===== src/rtl/fetch_sequencer.sv =====
// Fetch-stage controller: owns the PC, issues one instruction-memory request at a
// time, buffers the returned instruction for decode and applies redirects.
//
// state   | meaning
// S_IDLE  | first cycle after reset, no request yet
// S_REQ   | imem_req driven until the memory accepts it
// S_WAIT  | one request outstanding, waiting for rvalid
// S_HOLD  | instruction buffered, waiting for decode to take it
// S_DRAIN | redirected while outstanding; discard the stale response
module fetch_sequencer #(
  parameter logic [31:0] RESET_PC = 32'h0000_0000
) (
  input  logic        clk,
  input  logic        rst_n,
  input  logic        is_jal,
  input  logic [31:0] jal_target,
  input  logic        is_jalr,
  input  logic [31:0] jalr_target,
  input  logic        branch,
  input  logic        branch_taken,
  input  logic [31:0] branch_target,
  output logic        imem_req,
  output logic [31:0] imem_addr,
  input  logic        imem_ready,
  input  logic        imem_rvalid,
  input  logic [31:0] imem_rdata,
  output logic        if_valid,
  output logic [31:0] if_pc,
  output logic [31:0] if_instr,
  input  logic        if_ready,
  output logic [31:0] pc
);

  typedef enum logic [2:0] {S_IDLE, S_REQ, S_WAIT, S_HOLD, S_DRAIN} state_t;

  state_t      state, state_nxt;
  logic        redirect;
  logic [31:0] target;

  assign redirect = is_jal | is_jalr | (branch & branch_taken);

  always_comb begin
    target = branch_target;
    if (is_jal)       target = jal_target;
    else if (is_jalr) target = {jalr_target[31:1], 1'b0};
  end

  // A redirect in REQ suppresses the request so the stale address never issues.
  assign imem_req  = (state == S_REQ) && !redirect;
  assign imem_addr = pc;

  always_ff @(posedge clk or negedge rst_n) begin
    if (!rst_n) state <= S_IDLE;
    else        state <= state_nxt;
  end

  always_comb begin
    state_nxt = state;
    case (state)
      S_IDLE:  state_nxt = S_REQ;
      S_REQ:   if (!redirect && imem_ready) state_nxt = S_WAIT;
      S_WAIT: begin
        if (imem_rvalid && !redirect)      state_nxt = S_HOLD;
        else if (imem_rvalid && redirect)  state_nxt = S_REQ;
        else if (redirect)                 state_nxt = S_DRAIN;
      end
      S_HOLD:  if (redirect || if_ready) state_nxt = S_REQ;
      S_DRAIN: if (imem_rvalid) state_nxt = S_REQ;
      default: state_nxt = S_IDLE;
    endcase
  end

  always_ff @(posedge clk or negedge rst_n) begin
    if (!rst_n) begin
      pc       <= RESET_PC;
      if_valid <= 1'b0;
      if_pc    <= 32'h0;
      if_instr <= 32'h0;
    end else begin
      case (state)
        S_IDLE, S_REQ, S_DRAIN: begin
          if (redirect) pc <= target;
        end
        S_WAIT: begin
          if (redirect) begin
            pc <= target;
          end else if (imem_rvalid) begin
            if_instr <= imem_rdata;
            if_pc    <= pc;
            if_valid <= 1'b1;
            pc       <= pc + 32'd4;
          end
        end
        S_HOLD: begin
          // The buffered instruction is younger than the redirecting one: flush it.
          if (redirect) begin
            if_valid <= 1'b0;
            pc       <= target;
          end else if (if_ready) begin
            if_valid <= 1'b0;
          end
        end
        default: ;
      endcase
    end
  end

endmodule

===== config.mk =====
export PLATFORM = sky130hd
export DESIGN_NAME = fetch_sequencer
export DESIGN_NICKNAME = d
export VERILOG_FILES = /design/src/rtl/fetch_sequencer.sv
export SDC_FILE = /design/constraint.sdc
export NUM_CORES = 1
export LEC_CHECK = 0
export CORE_MARGIN = 2
export CORE_UTILIZATION = 42
export DETAILED_ROUTE_END_ITERATION = 7
export GPL_TIMING_DRIVEN = 0
export PLACE_DENSITY = 0.92
export SLEW_MARGIN = 40
export SYNTH_ARGS = -nofsm -noshare
export SYNTH_HDL_FRONTEND = slang
export SYNTH_SLANG_ARGS = --single-unit

===== constraint.sdc =====
create_clock -name clk -period 2.62 [get_ports clk]
set_clock_uncertainty 0.05 [all_clocks]
set_input_delay 0.524 -clock clk [delete_from_list [all_inputs] [get_ports clk]]
set_output_delay 0.524 -clock clk [all_outputs]
set_load 0.01 [all_outputs]

### The metal 2 layer, run 1

Scale bar: 20 µm.
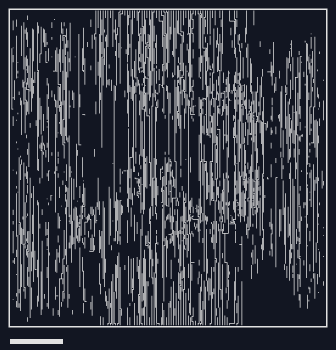
wire length on this layer = 9380 µm
longest straight run = 88.7 µm
share of all routed wire = 50%
main direction = vertical
nets with wire on the layer = 815
via count: 5196
Routed WL: 18.90 mm
routing usage on met2: 45.00%

### Placed standard cells, run 1

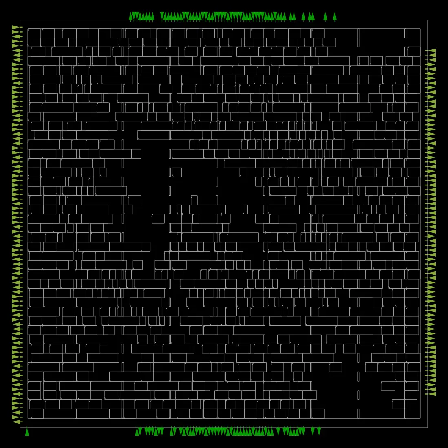
fill count: 1039
seq_cells: 100
total core area: 13140 µm²
# Taps: 176
sequential cell area share: 28.57%

==> qor.yml, run 1 <==
floorplan:
  die_x_um: 119.5
  die-area_um2: 14270
  fp_util_pct: 42.61
  pin_count: 267
  rows: 42
critical_path:
  cpPeakStageDelay_ns: 0.47
  r2r-end: "imem_addr[30]"
  endpoint_kind: "output port"
  cp_cell_sequence: "clkdlybuf4s50_1 -> a211o_4 -> nor4_1 -> dlygate4sd2_1"
  r2r_setup_slack_ns: 0.21
  required_ns: 2.05
  critical_path_depth: 4
  critPathLaunchType: "input port"
  cp.arrival_ns: 1.88
  r2r_start: "imem_addr[2]"
  crit_buf_inv: 2
  critPathKind: "input port to output port"
grt:
  antenna_found_initial: 0
  use_met3_pct: 7.328
  grt_max_degree: 58
  grt_pass1_vias: 5197
  use_met1_pct: 31.41
  grt.busiest_layer: "met2"
  grt_overflow: 0
logic_synthesis:
  postSynthAreaPerCell_um2: 10.95
  ys_sh_xor_pct: 0
  synthCells: 511
  async_reset_ff_share_pct: 100.0
  adder_share_pct: 0.2235
  ys_cells: 511
  synth.cell_area_um2: 5598
  edf_count: 0
  synth-simple-area-share_pct: 9.544
  synth_dominant_cell_count: "dfrtp_1"
  ys_seq_share_pct: 44.70
  ys_top_cells_by_count: "100 x dfrtp_1, 78 x mux2_2, 43 x buf_4"
  synth_cell_type_count: 52
  mux_area_share_pct: 21.59
  ff_type: "dfrtp_1"
  synth_top_area_share_pct: 44.70
  syn_nets: 649
finish:
  fin_cells: 967
  final_cell_mix: "261 x clkdlybuf4s50_1, 100 x dfrtp_1, 78 x mux2_2"
  nNonClkInverters: 4
  comb-cell-share_pct: 29.81
  layout_top_cell_excl_fill_tap: "clkdlybuf4s50_1"
  area_growth_pct: 56.46
  clockBufferCount: 10
  seqCellArea_um2: 2502
  stdcell_area_um2: 8758
  nMultiInputCombCells: 338
  final_util_pct: 66.67
  clk_share_pct: 3.071
  top_area_cell_class: "non-clock buffers"
clock_network:
  cts_hold_buf: 0
  clk_pin_slew_ns: 0.07
  clock_sink_count: 100
  cts_max_path_buffers: 2
  h-tree-depth: 3
  cts_resized: 1
final_timing:
  slew_violations: 0
  hold_viol_final: 0
  period_used_pct: 93.56
  tns_ns: 0
  rsz0062_at_grt: "no"
  timing.hold.ws_ns: 0.04064
  setup_viol: 0
  fmax_mhz: 408.0
  tightest_slew_ns: 0.8465
drt:
  drc: 0
  drt_iter0_markers: 311
  top_layer_used: "met4"
  vias_per_cell: 5.373
  dr.pass1.iters: 7
power_and_ir_drop:
  combPwrFrac_pct: 25.8
  internal_power_mw: 2.934
  total_power_mw: 4.078
  seqPwrFrac_pct: 43.6
  power.group.top: "sequential cells"
place:
  port-buffer-count: 263
  placed_area_um2: 8491
  gp_congestion: 0.8971
  hpwlAfterDp_mm: 14.17
run_status:
  status: "complete, no violations"
### Clock wires, drivers and flops, run 1

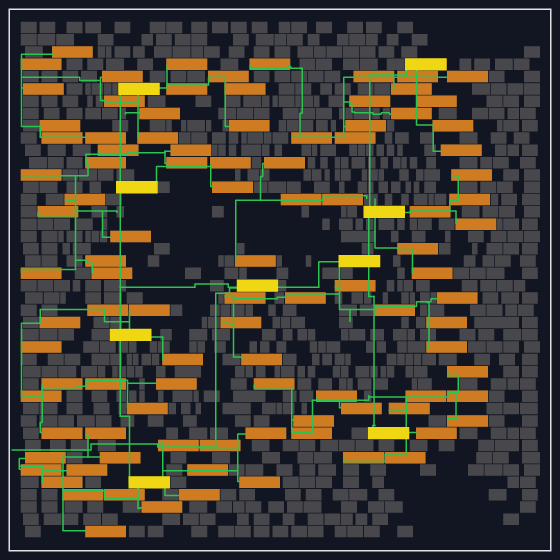
green -> clock wires  # length 1300 µm
orange -> flip-flops  # count 100
yellow -> cells driving clock nets  # count 9
flops lie = widely spread
clk ins delay skew pair: 0.35 ns
clk pwr: 1.25 mW
Clock power frac: 30.6%

run 1: worst max-delay path by stage:
stage / start / to / slack, ns
4_1_cts: branch / imem_req / 0.15
3_3_place_gp: rst_n / if_instr[26] / -2.88
6_report: branch / imem_req / 0.17
2_1_floorplan: is_jalr / if_instr[0] / 0.65
5_1_grt: imem_addr[2] / imem_addr[30] / 0.08
3_5_place_dp: branch / imem_req / -0.15
run 1: worst register-to-register path, cell delays in order (launching register included):
cell,delay (ns)
dfrtp_1,0.52
ha_1,0.28
nand4_1,0.17
nor4_1,0.52
buf_4,0.27
nand4_1,0.13
a2bb2oi_1,0.16
o22a_1,0.20
run 1: registers in the layout, summed over array words and instances (netlist names):
| signal | count |
|---|---|
| imem_addr | 32 |
| if_valid | 1 |
| if_instr | 32 |
| state | 3 |
| if_pc | 32 |
### Floorplan with the power grid, run 1

Pins as bars on the die edge. Tap cells in gray.
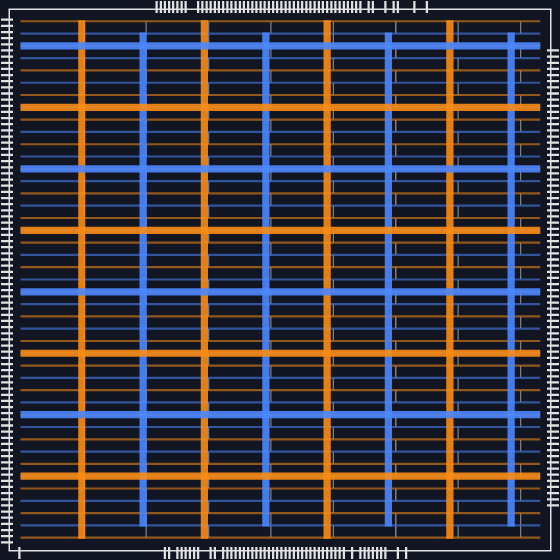

==> run 2, diff against run 1 <==
--- a/config.mk
+++ b/config.mk
@@ -6,10 +6,10 @@
 export NUM_CORES = 1
 export LEC_CHECK = 0
 export CORE_MARGIN = 2
-export CORE_UTILIZATION = 42
+export CORE_UTILIZATION = 43
+export CTS_BUF_LIST = sky130_fd_sc_hd__clkbuf_8
 export DETAILED_ROUTE_END_ITERATION = 7
-export GPL_TIMING_DRIVEN = 0
-export PLACE_DENSITY = 0.92
+export PLACE_DENSITY = 0.94
 export SLEW_MARGIN = 40
 export SYNTH_ARGS = -nofsm -noshare
 export SYNTH_HDL_FRONTEND = slang
### Floorplan with the power grid, run 2

Pins as bars on the die edge. Tap cells in gray.
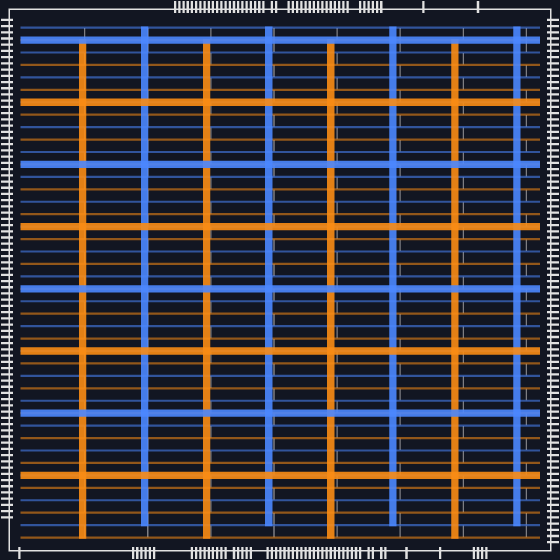
blue -> VDD
orange -> VSS
tap cells = 172
met4 straps = 8
met1 rails = 42
met5 straps = 8
signal pins = 267
total core area: 12670 µm²
Max IR drop VDD: 0.3152 mV
Die Span X: 118.1 µm

==> run 2 against run 1 <==
  * Design area down 3.5%
  * Sequential power barely moved
  * Sequential share of layout area grew 1.0 points
  * Die area down 2.3%
  * Largest power group unchanged
  * Total power decreased by 6.7%
  * Critical endpoint unchanged
  * Highest routed layer unchanged
  * Fmax increased by 4.1%
==> qor.yml, run 2 <==
run_status:
  status: "complete, no violations"
final_timing:
  rsz0062_at_grt: "no"
  fmax_mhz: 424.7
  slew_violations: 0
  relSlewSlack_pct: 54.16
  tightest_slew_ns: 0.6876
  timing.hold.ws_ns: 0.1210
  setup_viol: 0
  period_used_pct: 89.86
  hold_viol_final: 0
floorplan:
  fp_util_pct: 44.18
  rows: 41
  pin_count: 267
  die-area_um2: 13950
grt:
  use_met1_pct: 29.51
  use_met3_pct: 7.994
  grt_pass1_vias: 5397
  track_usage_pct: 25.84
  grt.busiest_layer: "met2"
drt:
  top_layer_used: "met4"
  drc: 0
  drt_iter0_markers: 259
  dr.pass1.iters: 5
  vias_per_cell: 5.607
logic_synthesis:
  synth-simple-area-share_pct: 9.544
  async_reset_ff_share_pct: 100.0
  ys_seq_share_pct: 44.70
  ff_type: "dfrtp_1"
  synth_cell_type_count: 52
  synth.cell_area_um2: 5598
  postSynthAreaPerCell_um2: 10.95
  synth_top_area_share_pct: 44.70
  ys_sh_xor_pct: 0
  synth_dominant_cell_count: "dfrtp_1"
  edf_count: 0
  adder_share_pct: 0.2235
  ys_top_cells_by_count: "100 x dfrtp_1, 78 x mux2_2, 43 x buf_4"
  mux_area_share_pct: 21.59
  syn_nets: 649
  netlist_top_cells_area: "dfrtp_1 45%, mux2_2 16%, mux2i_1 5.9%"
  synthCells: 511
power_and_ir_drop:
  combPwrFrac_pct: 25.6
  seqPwrFrac_pct: 46.6
  switching_power_mw: 1.069
  leakage_nw: 3.613
  total_power_mw: 3.806
  internal_power_mw: 2.737
  pg_clk_mw: 1.06
  clockPowerShare_pct: 27.8
finish:
  layout_top_cell_excl_fill_tap: "clkdlybuf4s50_1"
  seqCellArea_um2: 2502
  fin_cells: 917
  final_cell_mix: "261 x clkdlybuf4s50_1, 100 x dfrtp_1, 78 x mux2_2"
  stdcell_area_um2: 8454
  area_growth_pct: 51.03
  fill_cells: 954
clock_network:
  clk_latency_ns: 0.38
  clk_pin_slew_ns: 0.09
  clock_sink_count: 100
  cts_max_path_buffers: 2
  h-tree-depth: 3
  cts_resized: 1
critical_path:
  endpoint_kind: "output port"
  required_ns: 2.05
  critPathKind: "input port to output port"
  crit_end: "imem_req"
  cp.arrival_ns: 1.78
  critPathLaunchType: "input port"
  r2r-end: "imem_addr[15]"
  r2r_setup_slack_ns: 0.38
  crit_start: "branch_taken"
place:
  port-buffer-count: 265
  hpwlAfterDp_mm: 13.73
  placed_area_um2: 8245
  gp_congestion: 0.8366
### The metal 2 layer, run 2

Scale bar: 20 µm.
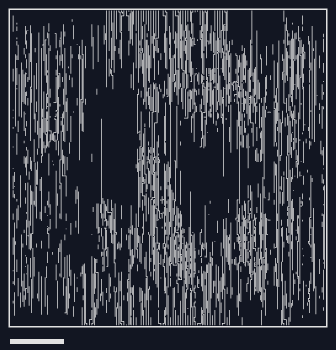
nets with wire on the layer = 804
wire length on this layer = 9030 µm
share of all routed wire = 50%
longest straight run = 65.1 µm
Routed WL: 18.02 mm
routing usage on met2: 45.23%
via count: 5142

## run 2: cell counts after synthesis
Identical to the previous run, type by type.
## run 2: worst max-delay path, cell delays in order
cell	delay [ns]
clkdlybuf4s50_1	0.45
a211o_4	0.34
nor4_1	0.15
dlygate4sd2_1	0.32
## run 2: layout make-up
| type | instances | area share (%) |
|---|---|---|
| well taps | 172 | 2.546 |
| inverters | 4 | 0.1776 |
| multi-input cells | 338 | 31.05 |
| repair buffers | 288 | 34.14 |
| clock buffers | 12 | 1.954 |
| clock inverters | 3 | 0.5328 |
| flip-flops and latches | 100 | 29.60 |
## run 2: logic make-up (layout without fill, tap and decap cells)
logic type,Yosys count,after routing
fa+ha+maj,1,1
simple gates,102,102
mux,111,111
flops,100,100
compound gates,124,124
buf+inv,73,307
### Clock wires, drivers and flops, run 2

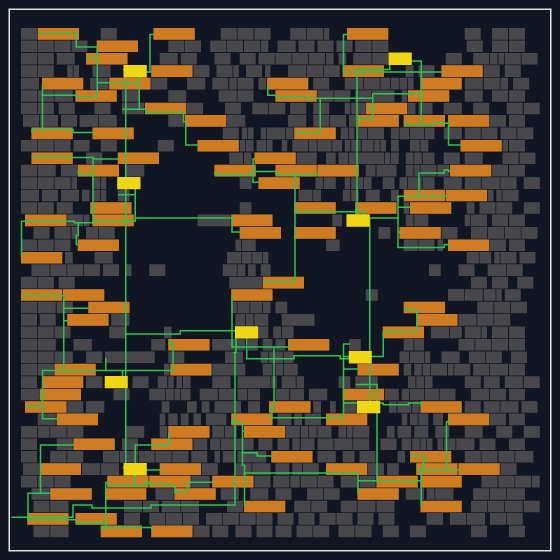

==> run 3, diff against run 2 <==
--- a/config.mk
+++ b/config.mk
@@ -9,6 +9,7 @@
 export CORE_UTILIZATION = 43
 export CTS_BUF_LIST = sky130_fd_sc_hd__clkbuf_8
 export DETAILED_ROUTE_END_ITERATION = 7
+export MAX_ROUTING_LAYER = met4
 export PLACE_DENSITY = 0.94
 export SLEW_MARGIN = 40
 export SYNTH_ARGS = -nofsm -noshare
### Clock wires, drivers and flops, run 3

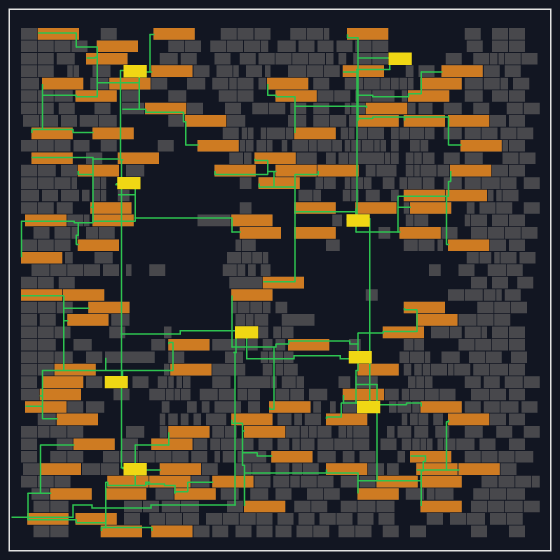
yellow -> cells driving clock nets  # count 9
green -> clock wires  # length 1300 µm
orange -> flip-flops  # count 100
flops lie = widely spread
Clock power frac: 27.8%
clk pwr: 1.06 mW

### Floorplan with the power grid, run 3

Pins as bars on the die edge. Tap cells in gray.
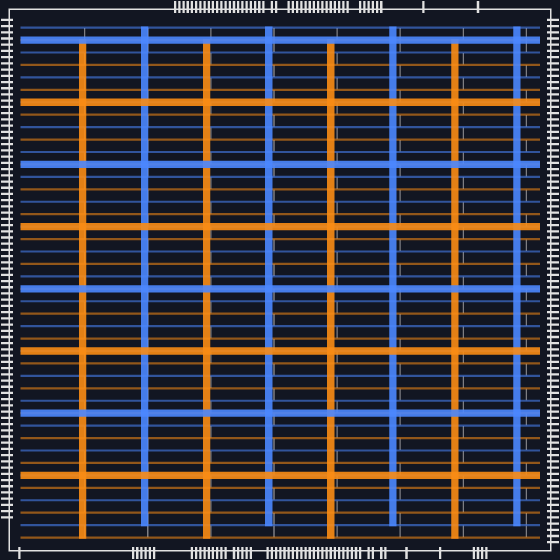
blue -> VDD
orange -> VSS
met5 straps = 8
met1 rails = 42
signal pins = 267
tap cells = 172
Die Span Y: 118.1 µm
Max IR drop VDD: 0.3155 mV

==> run 3 against run 2 <==
  * Clock power hardly changed
  * Flip-flop count stayed put
  * Total power hardly changed
==> qor.yml, run 3 <==
run_status:
  status: "complete, no violations"
critical_path:
  crit_path_top_delay_cell: "clkdlybuf4s50_1"
  r2r-end: "imem_addr[21]"
  critPathLaunchType: "input port"
  r2r_start: "state[0]"
  crit_start: "branch_taken"
  required_ns: 2.05
  critPathKind: "input port to output port"
  cp.arrival_ns: 1.78
  r2r_setup_slack_ns: 0.37
  endpoint_kind: "output port"
  crit_end: "imem_req"
final_timing:
  timing.hold.ws_ns: 0.1231
  rsz0062_at_grt: "no"
  tightest_slew_ns: 0.6877
  slew_violations: 0
  hold_viol_final: 0
  period_used_pct: 89.87
place:
  port-buffer-count: 265
  placed_area_um2: 8245
  hpwlAfterDp_mm: 13.73
finish:
  layout_top_cell_excl_fill_tap: "clkdlybuf4s50_1"
  area_growth_pct: 51.03
  fill_cells: 954
  final_cell_mix: "261 x clkdlybuf4s50_1, 100 x dfrtp_1, 78 x mux2_2"
  final_util_pct: 66.72
clock_network:
  clk_pin_slew_ns: 0.09
  clk_latency_ns: 0.38
  clock_sink_count: 100
  cts_hold_buf: 0
  cts_resized: 1
power_and_ir_drop:
  leakage_nw: 3.613
  combPwrFrac_pct: 25.6
  switching_power_mw: 1.069
  internal_power_mw: 2.737
  seqPwrFrac_pct: 46.6
logic_synthesis:
  synth_top_area_share_pct: 44.70
  synth_dominant_cell_count: "dfrtp_1"
  synth.cell_area_um2: 5598
  synth_cell_type_count: 52
  ff_type: "dfrtp_1"
  edf_count: 0
  ys_seq_share_pct: 44.70
  synthCells: 511
  ys_top_cells_by_count: "100 x dfrtp_1, 78 x mux2_2, 43 x buf_4"
drt:
  vias: 5110
  dr.pass1.iters: 5
  drc: 0
  drt_iter0_markers: 271
grt:
  use_met3_pct: 6.638
  antenna_found_initial: 0
  track_usage_pct: 26.66
  use_met1_pct: 30.51
  grt_overflow: 0
  grt.busiest_layer: "met2"
floorplan:
  die_x_um: 118.1
  core_area_um2: 12670
  rows: 41
  fp_util_pct: 44.18
  pin_count: 267
-- run 3: cell type report --
type                    count  area (µm²)  area share [%]
clock buffers              12       165.2           1.954
clock inverters             3       45.04          0.5328
repair buffers            288        2887           34.14
flip-flops and latches    100        2502           29.60
multi-input cells         338        2625           31.05
inverters                   4       15.01          0.1776
well taps                 172       215.2           2.546
-- run 3: cell families after synthesis --
group           count (synthesis)  synth area share (%)
flops                         100                 44.70
mux                           111                 21.59
fa+ha+maj                       1                0.2235
compound gates                124                 15.15
simple gates                  102                 9.544
buf+inv                        73                 8.784
-- run 3: critical path: cells and delay by family --
family | cells | cell delay, ns
and+or+nand+nor | 1 | 0.15
AOI/OAI and AO/OA | 1 | 0.34
buffers and inverters | 2 | 0.77
No activity file was given, so power comes from the tool's default toggle rates.
